<file path="src/rtl/spm_boot_loader_if.sv">
// Byte-stream input and SPM port of the boot loader, bundled for the loader (master)
// and for whatever sits on the other side: stream source plus SPM (slave).
interface spm_boot_loader_if #(
    parameter int ADDR_W = 12
);
    logic [7:0]        rx_data;
    logic              rx_valid;
    logic              rx_ready;
    logic [ADDR_W-1:0] spm_addr;
    logic              spm_as_;
    logic              spm_rw;
    logic [31:0]       spm_wr_data;
    logic [31:0]       spm_rd_data;

    modport master (
        input  rx_data, rx_valid, spm_rd_data,
        output rx_ready, spm_addr, spm_as_, spm_rw, spm_wr_data
    );

    modport slave (
        output rx_data, rx_valid, spm_rd_data,
        input  rx_ready, spm_addr, spm_as_, spm_rw, spm_wr_data
    );
endinterface

</file>
<file path="src/rtl/spm_boot_loader.sv">
// Boot-time SPM loader: packs a byte stream into little-endian words, writes them to
// consecutive SPM addresses, then reads everything back and compares the sums.
module spm_boot_loader #(
    parameter int                ADDR_W    = 12,
    parameter logic [ADDR_W-1:0] BASE_ADDR = '0
) (
    input  logic              clk,
    input  logic              reset_,
    input  logic              start,
    input  logic [ADDR_W:0]   word_count,
    input  logic              abort,
    spm_boot_loader_if.master bus,
    output logic              busy,
    output logic              done,
    output logic              chk_err,
    output logic [31:0]       checksum
);
    localparam logic [2:0] S_IDLE    = 3'd0;
    localparam logic [2:0] S_RECV    = 3'd1;
    localparam logic [2:0] S_WRITE   = 3'd2;
    localparam logic [2:0] S_RD_ADDR = 3'd3;
    localparam logic [2:0] S_RD_DATA = 3'd4;
    localparam logic [2:0] S_DONE    = 3'd5;

    logic [2:0]        state_reg, state_next;
    logic [ADDR_W:0]   count_reg;
    logic [ADDR_W:0]   idx_reg;
    logic [ADDR_W:0]   idx_inc;
    logic [1:0]        byte_idx_reg;
    logic [31:0]       word_reg;
    logic [31:0]       checksum_reg;
    logic [31:0]       rdsum_reg;
    logic [31:0]       rdsum_next;
    logic              chk_err_reg;
    logic              last_word;
    logic              rx_xfer;
    logic              wr_cyc;
    logic              rd_cyc;

    assign idx_inc    = idx_reg + 1'b1;
    assign last_word  = (idx_inc == count_reg);
    assign rdsum_next = rdsum_reg + bus.spm_rd_data;
    assign rx_xfer    = bus.rx_valid && (state_reg == S_RECV);

    assign busy = (state_reg == S_RECV) || (state_reg == S_WRITE) ||
                  (state_reg == S_RD_ADDR) || (state_reg == S_RD_DATA);

    // An abort cycle must not strobe the SPM, even in WRITE or RD_ADDR.
    assign wr_cyc = (state_reg == S_WRITE) && !abort;
    assign rd_cyc = (state_reg == S_RD_ADDR) && !abort;

    assign bus.rx_ready    = (state_reg == S_RECV);
    assign bus.spm_as_     = !(wr_cyc || rd_cyc);
    assign bus.spm_rw      = !wr_cyc;
    assign bus.spm_addr    = ((state_reg == S_WRITE) || (state_reg == S_RD_ADDR)) ?
                             BASE_ADDR + idx_reg[ADDR_W-1:0] : '0;
    assign bus.spm_wr_data = word_reg;

    assign done     = (state_reg == S_DONE);
    assign chk_err  = chk_err_reg;
    assign checksum = checksum_reg;

    always_comb begin
        state_next = state_reg;
        case (state_reg)
            S_IDLE, S_DONE: begin
                if (start) begin
                    state_next = (word_count == '0) ? S_DONE : S_RECV;
                end
            end
            S_RECV: begin
                if (rx_xfer && (byte_idx_reg == 2'd3)) begin
                    state_next = S_WRITE;
                end
            end
            S_WRITE:   state_next = last_word ? S_RD_ADDR : S_RECV;
            S_RD_ADDR: state_next = S_RD_DATA;
            S_RD_DATA: state_next = last_word ? S_DONE : S_RD_ADDR;
            default:   state_next = S_IDLE;
        endcase
        if (busy && abort) begin
            state_next = S_DONE;
        end
    end

    always_ff @(posedge clk or negedge reset_) begin
        if (!reset_) begin
            state_reg    <= S_IDLE;
            count_reg    <= '0;
            idx_reg      <= '0;
            byte_idx_reg <= '0;
            word_reg     <= '0;
            checksum_reg <= '0;
            rdsum_reg    <= '0;
            chk_err_reg  <= 1'b0;
        end else begin
            state_reg <= state_next;
            if (!busy) begin
                if (start) begin
                    count_reg    <= word_count;
                    idx_reg      <= '0;
                    byte_idx_reg <= '0;
                    checksum_reg <= '0;
                    rdsum_reg    <= '0;
                    chk_err_reg  <= 1'b0;
                end
            end else if (abort) begin
                chk_err_reg <= 1'b1;
            end else begin
                case (state_reg)
                    S_RECV: begin
                        if (rx_xfer) begin
                            word_reg[{byte_idx_reg, 3'b000} +: 8] <= bus.rx_data;
                            byte_idx_reg <= byte_idx_reg + 2'd1;
                        end
                    end
                    S_WRITE: begin
                        checksum_reg <= checksum_reg + word_reg;
                        idx_reg      <= last_word ? '0 : idx_inc;
                    end
                    S_RD_DATA: begin
                        rdsum_reg <= rdsum_next;
                        idx_reg   <= idx_inc;
                        if (last_word) begin
                            chk_err_reg <= (rdsum_next != checksum_reg);
                        end
                    end
                    default: ;
                endcase
            end
        end
    end
endmodule

</file>
<file path="src/flat_wrapper.sv">
// flat-port wrapper written by rule: the top's interface ports become plain ports
module spm_boot_loader_flat 
#(
    parameter int                ADDR_W    = 12,
    parameter logic [ADDR_W-1:0] BASE_ADDR = '0
)
  (clk, reset_, start, word_count, abort, busy, done, chk_err, checksum, bus_rx_data, bus_rx_valid, bus_spm_rd_data, bus_rx_ready, bus_spm_addr, bus_spm_as_, bus_spm_rw, bus_spm_wr_data);
  spm_boot_loader_if #(.ADDR_W(ADDR_W)) bus_i ();
  input  logic clk;
  input  logic reset_;
  input  logic start;
  input  logic [ADDR_W:0] word_count;
  input  logic abort;
  output logic busy;
  output logic done;
  output logic chk_err;
  output logic [31:0] checksum;
  input wire logic [$bits(bus_i.rx_data)-1:0] bus_rx_data;
  input wire logic [$bits(bus_i.rx_valid)-1:0] bus_rx_valid;
  input wire logic [$bits(bus_i.spm_rd_data)-1:0] bus_spm_rd_data;
  output wire logic [$bits(bus_i.rx_ready)-1:0] bus_rx_ready;
  output wire logic [$bits(bus_i.spm_addr)-1:0] bus_spm_addr;
  output wire logic [$bits(bus_i.spm_as_)-1:0] bus_spm_as_;
  output wire logic [$bits(bus_i.spm_rw)-1:0] bus_spm_rw;
  output wire logic [$bits(bus_i.spm_wr_data)-1:0] bus_spm_wr_data;
  assign bus_i.rx_data = bus_rx_data;
  assign bus_i.rx_valid = bus_rx_valid;
  assign bus_i.spm_rd_data = bus_spm_rd_data;
  assign bus_rx_ready = bus_i.rx_ready;
  assign bus_spm_addr = bus_i.spm_addr;
  assign bus_spm_as_ = bus_i.spm_as_;
  assign bus_spm_rw = bus_i.spm_rw;
  assign bus_spm_wr_data = bus_i.spm_wr_data;
  spm_boot_loader #(.ADDR_W(ADDR_W), .BASE_ADDR(BASE_ADDR)) u_core (.clk(clk), .reset_(reset_), .start(start), .word_count(word_count), .abort(abort), .bus(bus_i), .busy(busy), .done(done), .chk_err(chk_err), .checksum(checksum));
endmodule
</file>
<file path="config.mk">
export PLATFORM = sky130hd
export DESIGN_NAME = spm_boot_loader_flat
export DESIGN_NICKNAME = d
export VERILOG_FILES = /design/src/rtl/spm_boot_loader_if.sv /design/src/rtl/spm_boot_loader.sv /design/src/flat_wrapper.sv
export SDC_FILE = /design/constraint.sdc
export NUM_CORES = 1
export LEC_CHECK = 0
export CAP_MARGIN = 20
export CORE_AREA = 2 2 163 133
export DETAILED_ROUTE_END_ITERATION = 16
export DIE_AREA = 0 0 165 135
export DONT_BUFFER_PORTS = 1
export GPL_TIMING_DRIVEN = 0
export PLACE_DENSITY = 0.73
export SYNTH_ARGS = -nofsm -noshare
export SYNTH_HDL_FRONTEND = slang
export SYNTH_SLANG_ARGS = --single-unit
</file>
<file path="constraint.sdc">
create_clock -name clk -period 6.1 [get_ports clk]
set_input_delay 0.915 -clock clk [delete_from_list [all_inputs] [get_ports clk]]
set_output_delay 0.915 -clock clk [all_outputs]
set_load 0.1 [all_outputs]
</file>
### Placed cells, one color a class

Scale bar: 50 um.
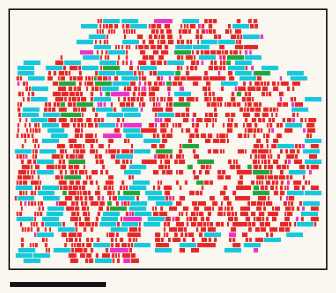
class	color	cells
remaining buffers and delay cells	magenta	66
clock drivers and dummy loads	green	32
registers	cyan	128
remaining logic cells	red	1,083
row count: 47
core footprint: 20,520 um^2
Final Cell Area: 11,500 um^2
flop share of the area: 27.85%
Final Core Density: 56.04%

### Routed metal per tile

Scale bar: 50 um. The die is cut into 33 by 27 equal tiles; dark purple is low, yellow is high, scaled to the fullest tile. Values are wire area over tile area, all layers added.
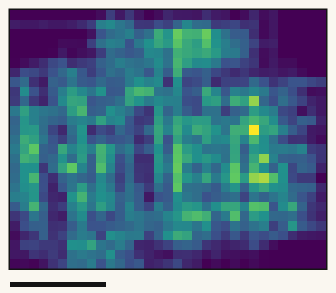
tiles over half the peak	16%
fullest tile	0.84
emptiest ninth of the die	top right
wire per inst: 21.49 um
GRT Overall Usage: 30.75%
vias: 9,931
WL final: 33,900 um

### Cells by drive strength

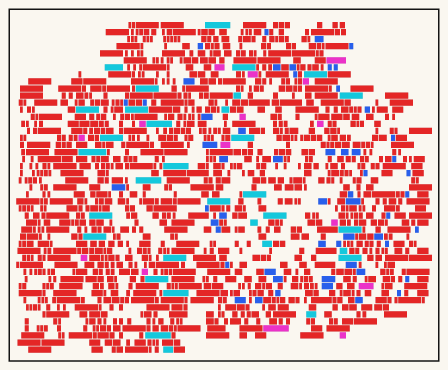
size	color	cells
x3 and x4	magenta	15
x2	blue	55
x1 and smaller	red	1,207
x6 and larger	cyan	32
fin worst setup slack: 1.748 ns
Non-clk bufs: 66

## cells in the final DEF (no fill, tap or decap), types with 17 or more instances in the layout
cell and count:
a21o_1 25, a21oi_1 78, and2_1 19, buf_2 18, clkbuf_1 35, clkbuf_16 17, dfrtp_1 128, ha_1 68
inv_1 33, nand2_1 204, nand3_1 55, nand4_1 18, nor2_1 81, nor3_1 18, nor4_1 17, o21ai_0 131
xnor2_1 41, xor2_1 45
## worst max-delay path: cells and delay by family (launching register included)
kind | cells | cell delay, ns
and+or+nand+nor | 1 | 0.18
AOI/OAI and AO/OA | 9 | 2.22
DFF | 1 | 1.01
adders and majority gates | 2 | 0.72
buffers and inverters | 1 | 0.07
## where the power goes
part | switching (W) | internal (W)
logic | 0.00143 | 0.000758
registers | 0.000418 | 0.00100
clock network | 0.000431 | 0.000566
total | 0.00227 | 0.00232
==> results.yml <==
# generated from flow reports
power_and_ir_drop:
  leakagePower_nw: 4.959
  p_per_area_nw_per_um2: 399.9
  peakVddDrop_uv: 343.4
detailed_routing:
  first_iter_violations: 1027
  maxUsedRoutingLayer: "met4"
  ant_nets: 0
  vias_per_cell: 6.293
  met2WireLength_um: 14420
  dr_wl_met3_um: 3387
  wl_met1_um: 15390
  drcViolationCount: 0
  firstDrtPassIters: 5
synth:
  xor_area_share_pct: 9.364
  synth_area_per_cell_um2: 8.188
  ys_sh_aoi_pct: 23.51
  yosys-stat-area_um2: 10380
  synth_area_um2: 10380
  edf_count: 0
  ys_ff: 128
  common_cells: "204 x nand2_1, 131 x o21ai_0, 128 x dfrtp_1, 81 x nor2_1, 78 x a21oi_1"
  synth-adder-area-share_pct: 8.580
  synth.most_common_cell: "nand2_1"
  synthCells: 1268
  fp_nets: 1396
  top_cell_area_share_pct: 30.85
  ys_types: 99
  simple_gate_share_pct: 23.52
  synth_warnings: 0
  ys_top_logic_family: "simple AND/OR/NAND/NOR gates"
  ys_cells: 1268
  async_reset_ff_share_pct: 100.0
  ys_sh_mux_pct: 0.5905
  yosysSeqAreaShare_pct: 30.85
  flop_cell: "dfrtp_1"
  netlist.top_cell.by_area: "dfrtp_1"
layout:
  comb_area_um2: 6822
  antenna-diode-count: 0
  syn_to_final_growth_pct: 10.77
  final-clk-cell-share_pct: 4.896
  fillers: 1889
  n_all_inverters: 33
  largestClassByArea: "logic gates"
  layout.nets: 1424
  comb_share_pct: 59.31
  drive_gt1_share_pct: 7.792
  comb_cells: 1050
  buf_share_pct: 3.938
  regArea_um2: 3203
  clkbuf_count: 18
  design.seq.count: 128
job:
  max_cap_viol_count: 0
  warnings: 32
critical_path:
  critPathRequiredTime_ns: 6.41
  critPathKind: "reg2reg"
  r2r_setup_slack_ns: 1.75
  rr_startpoint: "u_core.bus.spm_wr_data[0]$_DFFE_PN0P_"
  endpoint_kind: "register"
  cp_max_fo: 4
  crit_end: "u_core.checksum[16]$_DFFE_PN0P_"
  cpPeakStageDelay_ns: 1.01
  cp-start-kind: "register"
  cp-startpoint: "u_core.bus.spm_wr_data[0]$_DFFE_PN0P_"
  worst_r2r_path_depth: 13
  arrival_ns: 4.67
  crit_chain: "ha_1 > inv_1 > fa_1 > nand2b_1 > a21oi_1 > o2111ai_1 > a21boi_0 > o21ai_1 > a21boi_0 > o21ai_0 > a211oi_1 > o21ai_0 > a32o_1"
clocking:
  cts_resized: 0
  htree_levels: 4
  path_clk_slew_ns: 0.07
  cts_buffer_depth: 2
  clk_latency_ns: 0.44
  ctsHoldBuffers: 0
  numCtsBuffers: 17
  cts.sinks: 128
  cts_tree: "yes"
global_route:
  grt.busiest_layer: "met1"
  grt_overflow: 0
  met3_usage_pct: 8.354
  grt_max_degree: 129
  grt_pass1_wl_um: 51970
  grt_use_met2_pct: 44.70
  met1_usage_pct: 44.71
  first_global_vias: 9185
  antenna_found_initial: 0
die:
  chipArea_um2: 22280
  taps: 269
  die_h_um: 135
  die_w_um: 165
  io_pins: 140
  fp_util_pct: 50.59
sta:
  slew_headroom_pct: 19.10
  finalCritPeriodShare_pct: 71.35
  finalSetupTns_ns: 0
  fmax_mhz: 229.8
  worst_pin_slew_ns: 1.213
  period_minus_slack_ns: 4.352
  finalClockSkew_ns: 0.01254
  setup-violations-final: 0
  slew_viol_final: 0
  whs_ns: 0.1725
  hold_viol_final: 0
placement:
  placed_cell_area_um2: 10820
  dp_cells: 1541
  io_buffers: 0
  routabilityCongestion: 0.9608
  pre_cts_slack_ns: 1.573
run_status:
  outcome: "finished clean"
hold_path:
  min_path_type: "in2async"
Power is estimated from default activity; no workload was simulated.
